**src/rtl/ones_pattern_generator.sv**
```systemverilog
// ones_pattern_generator: streams every WIDTH-bit word with exactly k ones, in increasing order.
module ones_pattern_generator #(
  parameter int WIDTH = 8,
  parameter int CNT_W = 4,
  parameter int IDX_W = 7
) (
  input  logic             clk,
  input  logic             rst_n,
  input  logic             start,
  input  logic [CNT_W-1:0] count,
  output logic [WIDTH-1:0] out_word,
  output logic             out_valid,
  input  logic             out_ready,
  output logic             out_last,
  output logic [IDX_W-1:0] out_idx,
  output logic             busy,
  output logic             done,
  output logic             err
);
  localparam int TZ_W = $clog2(WIDTH);
  localparam logic [CNT_W-1:0] MAX_K = CNT_W'(WIDTH);
  typedef enum logic [1:0] {IDLE, EMIT, FIN} state_t;
  state_t state;
  logic [CNT_W-1:0] k;
  logic [WIDTH-1:0] c, r, nxt, first_word, top_word;
  logic [TZ_W-1:0] tz;
  // Lowest set bit of c; scanning downward leaves the smallest index.
  always_comb begin
    tz = '0;
    for (int i = WIDTH - 1; i >= 0; i--)
      if (c[i]) tz = TZ_W'(i);
  end
  assign c          = out_word & (~out_word + 1'b1);
  assign r          = out_word + c;
  assign nxt        = r | (((r ^ out_word) >> 2) >> tz);
  assign first_word = ~({WIDTH{1'b1}} << count);
  assign top_word   = ~({WIDTH{1'b1}} >> k);
  assign out_last   = out_valid && (out_word == top_word);
  always_ff @(posedge clk or negedge rst_n) begin
    if (!rst_n) begin
      state     <= IDLE;
      k         <= '0;
      out_word  <= '0;
      out_valid <= 1'b0;
      out_idx   <= '0;
      busy      <= 1'b0;
      done      <= 1'b0;
      err       <= 1'b0;
    end else begin
      done <= 1'b0;
      err  <= 1'b0;
      case (state)
        IDLE: if (start) begin
          if (count > MAX_K) begin
            done <= 1'b1;
            err  <= 1'b1;
          end else begin
            k         <= count;
            out_word  <= first_word;
            out_idx   <= '0;
            out_valid <= 1'b1;
            busy      <= 1'b1;
            state     <= EMIT;
          end
        end
        EMIT: if (out_ready) begin
          if (out_last) begin
            out_valid <= 1'b0;
            done      <= 1'b1;
            state     <= FIN;
          end else begin
            out_word <= nxt;
            out_idx  <= out_idx + 1'b1;
          end
        end
        default: begin
          busy  <= 1'b0;
          state <= IDLE;
        end
      endcase
    end
  end
endmodule

```
**config.mk**
```make
export PLATFORM = sky130hd
export DESIGN_NAME = ones_pattern_generator
export DESIGN_NICKNAME = d
export VERILOG_FILES = /design/src/rtl/ones_pattern_generator.sv
export SDC_FILE = /design/constraint.sdc
export NUM_CORES = 1
export LEC_CHECK = 0
export CAP_MARGIN = 20
export CORE_UTILIZATION = 35
export CTS_CLUSTER_SIZE = 8
export DETAILED_ROUTE_END_ITERATION = 10
export GPL_TIMING_DRIVEN = 1
export SKIP_CTS_REPAIR_TIMING = 1
export SLEW_MARGIN = 25
export SYNTH_ARGS = -nofsm -noshare
export SYNTH_HDL_FRONTEND = slang
export SYNTH_SLANG_ARGS = --single-unit
```
**constraint.sdc**
```tcl
create_clock -name clk -period 4.55 [get_ports clk]
set_clock_uncertainty 0.2 [all_clocks]
set_input_delay 1.365 -clock clk [delete_from_list [all_inputs] [get_ports clk]]
set_output_delay 1.365 -clock clk [all_outputs]
set_load 0.005 [all_outputs]
```
**Cell area per tile**

The die is cut into 7 by 7 equal tiles; white is low, dark blue is high, 0 to 100% covered.
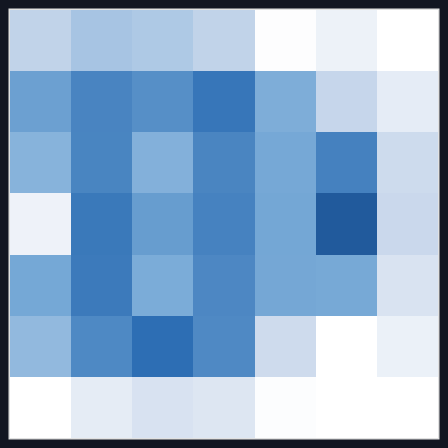
tiles over 75% full = 2.0%
densest ninth of the die = center
mean over tiles = 38%
fullest tile = 83%
nearly empty tiles = 14%
emptiest ninth of the die = south-east

**Routing congestion map**

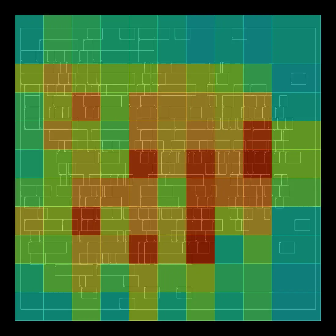
gr busiest metal: met2
fin util: 44.65%
Total GRT Usage: 19.41%
met1 Usage GRT: 28.28%

==> Slide: Implementation Results <==
Synthesis and Place & Route Summary

Run status
  – Status: finished clean

Setup path
  – Reg-to-Reg End: out_word[1]
  – Reg2reg start: out_word[0]
  – Worst setup EP type: output pin
  – CP Launch Type: flop
  – Crit path buf inv count: 1
  – WP data arrival: 2.33 ns
  – Crit-path max cell delay: 0.59 ns
  – Max FO, Critical Path: 18
  – Critical path's slowest cell: dfrtp_1
  – Setup CP Type: flop to output pin
  – Critical path data required time: 2.98 ns

Cells and area
  – Most instantiated logic cells after routing: 27 x clkdlybuf4s50_1, 25 x nand2_1, 25 x a21oi_1, 25 x dfrtp_1, 22 x o21ai_0
  – Number of antenna diodes: 0
  – Flop share of the area: 28.90%
  – Clock Network Area Fraction: 2.081%
  – Area-dominant class: logic gates
  – Top cell excl fill/tap: clkdlybuf4s50_1
  – Layout non-clock buf frac: 14.57%
  – Area growth syn-to-layout: 19.64%
  – Nets@finish: 263
  – Layout cells sized above 1: 6.719%
  – Inverters excl. clock: 9
  – Layout Cell Area excl Fill: 2165 um^2
  – Post-route insts no fill: 320
  – Sequential cells: 25
  – MI comb area: 1061 um^2
  – Total of fill cells in the finished design: 489

Clock network
  – Root Driver: clkbuf_8
  – Sink Count: 25
  – Number of H-tree levels: 1
  – CTS tree: yes

Floorplan
  – Core area: 4848 um^2
  – Chip Area: 5460 um^2
  – # IOs: 28

Detailed routing
  – Top layer in use: met4
  – Final ANT Viol Nets: 0
  – Detail Route met2 WL: 2131 um
  – Met3 routed WL: 406 um
  – Vias per inst: 5.688
  – Routed via count: 1,820
  – M1 wire length: 2191 um
  – Router iterations before antenna repair: 4
  – Iteration-0 DRC Markers: 218

Yosys
  – Yosys top cell by area: dfrtp_1
  – Ao+oa area frac: 30.98%
  – Yosys cell types: 52
  – Post-synth seq share: 34.58%
  – Top cell area share: 34.58%
  – Yosys cell count: 233
  – Top cells by area: dfrtp_1 35%, a21oi_1 6.9%, o21ai_0 6.1%
  – Basic Gates by Area: 24.76%
  – Post-synth net total: 242
  – Adder share: 0.6916%
  – #FFs+latches synth: 25
  – Cell area after synthesis: 1809 um^2

Placement
  – Worst slack, placed: 0.5401 ns
  – Dpl cells: 316
  – Area after DPL: 2120 um^2
  – Final HPWL DP: 3499 um

STA
  – Final count of negative-setup-slack endpoints: 0
  – TNS Setup: 0 ns
  – Fin. Hold Viols: 0
  – Worst-Margin Slew: 0.7848 ns
  – Worst slew margin: 47.57%
  – Final Max Tran Viols: 0

Pwr
  – Peak supply drop: 0.2957 mV
  – Overall power: 1.512 mW
  – Leak Pwr: 0.9089 nW
  – Pwr/cell area: 698.6 nW/um^2

Global routing
  – Vias in the first global route: 1,646
  – Largest net degree at the start of global routing: 27
  – M3 GR Usage: 2.743%

Worst hold path
  – Worst hold stages: 2
  – Min-delay worst type: flop to flop
  – Hold EP: busy

Run
  – Max_cap viols: 0
[sequential cells by signal (all words and copies together) (netlist names)]
register / cells
state: 2
err: 1
out_valid: 1
done: 1
out_word: 8
out_idx: 7
busy: 1
k: 4
[worst max path at each step]
| stage | start | end | slack [ns] | depth (start not counted) |
|---|---|---|---|---|
| finish | out_word[4] | out_last | 0.66 | 5 |
| global route | out_word[4] | out_last | 0.53 | 5 |
| CTS | out_word[4] | out_last | 0.68 | 5 |
| detailed placement | count[1] | out_word[1] | 0.54 | 8 |
| global placement | count[0] | out_word[1] | 0.63 | 8 |
| floorplan | count[1] | out_word[1] | 1.44 | 8 |
[cell families (layout without fill, tap and decap cells)]
logic type,count (synthesis),after routing
AND/OR/NAND/NOR,91,91
XOR/XNOR,1,1
AND-OR/OR-AND,86,86
multiplexers,3,3
flip-flops,25,25
adder cells (fa/ha/maj),1,1
buffers and inverters,26,46
[power by group]
part           internal (mW)  switching (mW)  leakage [nW]  total [mW]
Sequential             0.310           0.129         0.309       0.439
Combinational          0.422           0.519         0.577       0.941
Clock                 0.0626          0.0690        0.0228       0.132
[cells in the mapped netlist (all sizes together)]
cell type,instances
nand3,8
a22oi,1
o211ai,2
or3,4
a21o,4
o32a,1
a31oi,7
xor2,1
nand4,4
o31ai,1
and2b,1
a211oi,1
mux2,1
ha,1
dfrtp,25
clkbuf,7
nor4,1
o221ai,2
o21bai,2
a41oi,1
nor3b,1
o311ai,2
a2111oi,2
o21ai,26
nand2,26
o31a,1
mux2i,2
nand3b,1
inv,9
and2,3
or3b,1
a211o,1
or2,3
buf,10
o211a,1
nor2b,4
nand4b,1
a21oi,26
nor2,19
and3,2
nand2b,4
nor3,8
a221oi,1
a22o,4
Power and IR drop assume default switching activity.
